Design duv_mem_arb_flat, sky130hd; sources not shown.
Pin map:
Pins as bars across the die edge, other pins in grey.
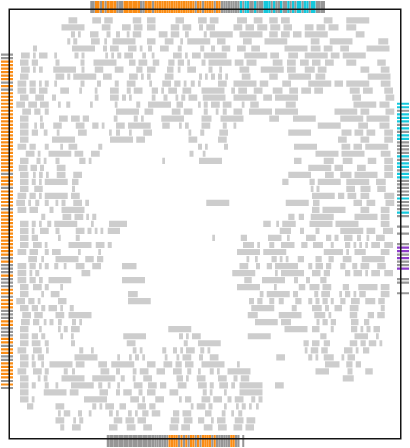
colour	port	pins	direction	edge
purple	`bus_mem_arb_gnt_op`	4	output	east
orange	`bus_mem_arb_wdata_ip`	128	input	70 west, 42 north, 16 south
cyan	`bus_mem_arb_mem_rdata_ip`	32	input	17 north, 15 east
all pins by edge	99 north, 96 west, 57 south, 46 east
DIE WIDTH: 151 microns
chip height: 166 microns
I/O Buffers: 297

Placed cells, one colour a class:
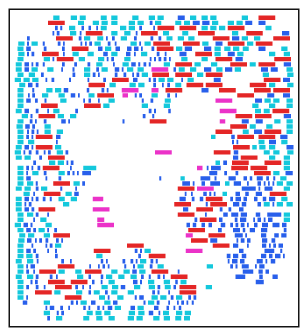
colour	class	cells	share of their area
red	sequential cells	96	28%
magenta	clock drivers and dummy loads	16	3.5%
cyan	remaining buffers and delay cells	304	35%
blue	combinational and other logic	470	33%
num rows: 59
core footprint: 0.0235 sq mm
post-route cell area: 0.00895 sq mm
fraction of area in registers: 0.268

Metal layers overlaid:
Only two layers are drawn.
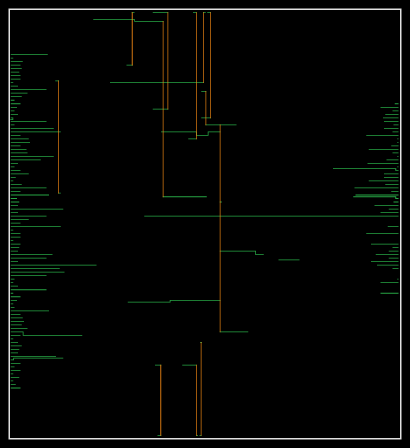
colour	layer	wire length
green	metal 3	1220 microns
orange	metal 4	470 microns
DR WL/cell: 16.9 microns
Vias: 5540
drt total wl: 20100 microns

Clock wires, drivers and flops:
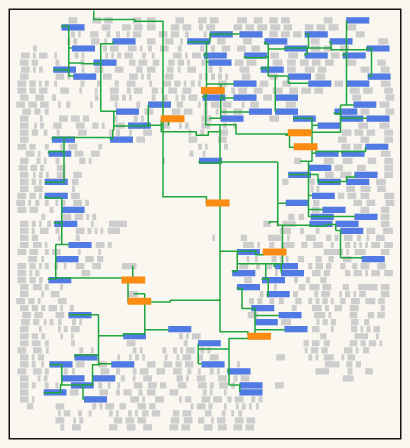
[blue] flip-flops | count: 96
[green] clock wires | length: 1490 microns
[orange] clock drivers | count: 9
flops lie	spread over the die
routed clock nets	10
power share of the clock group: 0.129
Clock Latency Late Sink: 0.36 ns

==> notes.md <==
fresh numbers from the pnr run: status=finished, final reports clean, Root Buffer=clkbuf_16, metal2 WL=10200 microns, Max VDD drop=0.150 mV, post-layout period usage=0.697, n_taps=305, most common cell in the netlist=nor2_1, synthesized instance count=622, DRT Pass-1 Iters=4, CP Max Fanout=11, Commonest flop=dfrtp_1, CP required=7.28 ns, RePlAce Congestion=0.770, Clock Buffer Count=9, chip footprint=0.0251 sq mm, logic area=0.00280 sq mm, FF/Latch Area=0.00240 sq mm, Commonest cells post-synth=nor2_1, a21oi_1, dfrtp_1, leading area contributor after synthesis=dfrtp_1, Sinks on Clock Net=96, PostCTS Resize Cnt=0, setup tns final=0 ns, violation tally from detailed-route iteration zero=125, Clock-cell share=0.0337, share of post-route cells with drive strength above 1=0.0869, min-delay worst type=flip-flop to flip-flop, Seq share, synth=0.438, FP Util=0.233, Slew headroom=0.349, CTS buffer count=9, Crit Path Category=input port to primary output, initial antenna violation count=0, non-clock inverter count=6, minimum clock period after layout=6.34 ns, Final Hold Viols=0, count of plain and timing-repair buffers=304, vias in the first global route=5777, met2 GRT Util=0.277, combinational share of cell area=0.313, CTS tree=built, Final Max Slew Viols=0, Post-synth area hogs=dfrtp_1, a21oi_1, nor2_1, Worst-Margin Slew=0.976 ns, grt total ovfl=0, Post-DRT Antenna Nets=0, M3 GR Usage=0.0426, CP arrival=4.52 ns, largest net degree at the start of global routing=91, sequential cell count=96, post-CTS setup buffer count=0, R2R depth=17, comb_multi_in=464, Yosys Warn Count=0, Total GRT Usage=0.158, Worst Setup End Kind=primary output, GRT met1 Usage=0.184, Syn Std Cell Area=0.00548 sq mm, # nets final=1101, Post-synth regs=96, worst hold path depth=1, global-route wire length before repair=30800 microns, number of max-cap violations=0, buffering overhead=0.339, achievable frequency=158 MHz, Final Skew=0.0113 ns, Cell Pwr Density=342 mW/mm^2, RSZ-0062 raised after global routing=false, Post-DP HPWL=15000 microns, htree depth=3, endpoints failing setup=0, Syn Area/Cell=8.81 sq um, OpenROAD warnings=29, DR WL met3=1220 microns, Unique cell types=57, # DRC=0, highest metal used=met4, R2R Setup Slk=4.17 ns, Filler Cell Count=2701, CTS clk-pin slew, worst paths=0.07 ns, DP Area=0.00863 sq mm, Post-Synthesis Net Count=842, startpoint types=input port, Vias/cell=4.65, Yosys chip area=0.00548 sq mm, wl on met1=8250 microns, count of library flops with an enable pin=0, Post-synth ARST share=1.00, Ports=298, Layout Area Growth over Synthesis=63.4%, n_diodes=0, Top class by area=buffers, leakage power figure=0.00365 uW, Bufs on Longest Clock Path=2, hold buffer count at cts=0, yosys stat cell total=622, Most Crowded Layer GR=met2, Top cell area share=0.438
[worst max-delay path: stages]
cell and delay (ns):
clkdlybuf4s50_1 0.73, mux2i_1 0.16, mux2_2 0.34, nor2_4 0.28
a31oi_1 0.07, a21boi_1 0.20, nand2_1 0.21, nor2_1 0.19
clkdlybuf4s50_1 0.52
[cell usage in the layout, fill, tap and decap left out, types with 6 or more instances in the layout]
master           Yosys  layout
a21oi_1            132     132
nor2_1             144     144
a22oi_1             44      44
clkdlybuf4s50_1      0     297
buf_4                3       6
mux2i_1              9       9
mux2_2              35      35
clkbuf_16            0       9
nand2_1             12      12
nor2b_1              7       6
dfrtp_1             96      96
[cells by family (layout without fill, tap and decap cells)]
| kind of cell | Yosys count | count (layout) | share of synthesized area |
|---|---|---|---|
| buffers and inverters | 62 | 326 | 0.0548 |
| and+or+nand+nor | 202 | 202 | 0.165 |
| adders and majority gates | 6 | 6 | 0.0137 |
| muxes | 47 | 47 | 0.0959 |
| xor gates and xnor gates | 1 | 1 | 0.00297 |
| AOI/OAI and AO/OA | 208 | 208 | 0.229 |
| DFF | 96 | 96 | 0.438 |
[per-stage QoR]
stage	worst slack (ns)	utilization	instances	total power, uW	hold WS [ns]
2_1_floorplan	2.60	-	622	1870	0.428
3_3_place_gp	2.71	0.366	1174	2630	0.457
3_5_place_dp	2.60	0.366	1174	2680	0.457
4_1_cts	2.76	0.379	1190	3100	0.475
5_1_grt	2.56	0.380	1191	3340	0.515
6_report	2.76	0.380	1191	3060	0.470
[where the power goes]
| part | switching [uW] | internal [uW] |
|---|---|---|
| Clock | 196 | 198 |
| Combinational | 949 | 992 |
| Sequential | 99.9 | 625 |
Power is estimated from default activity; no workload was simulated.
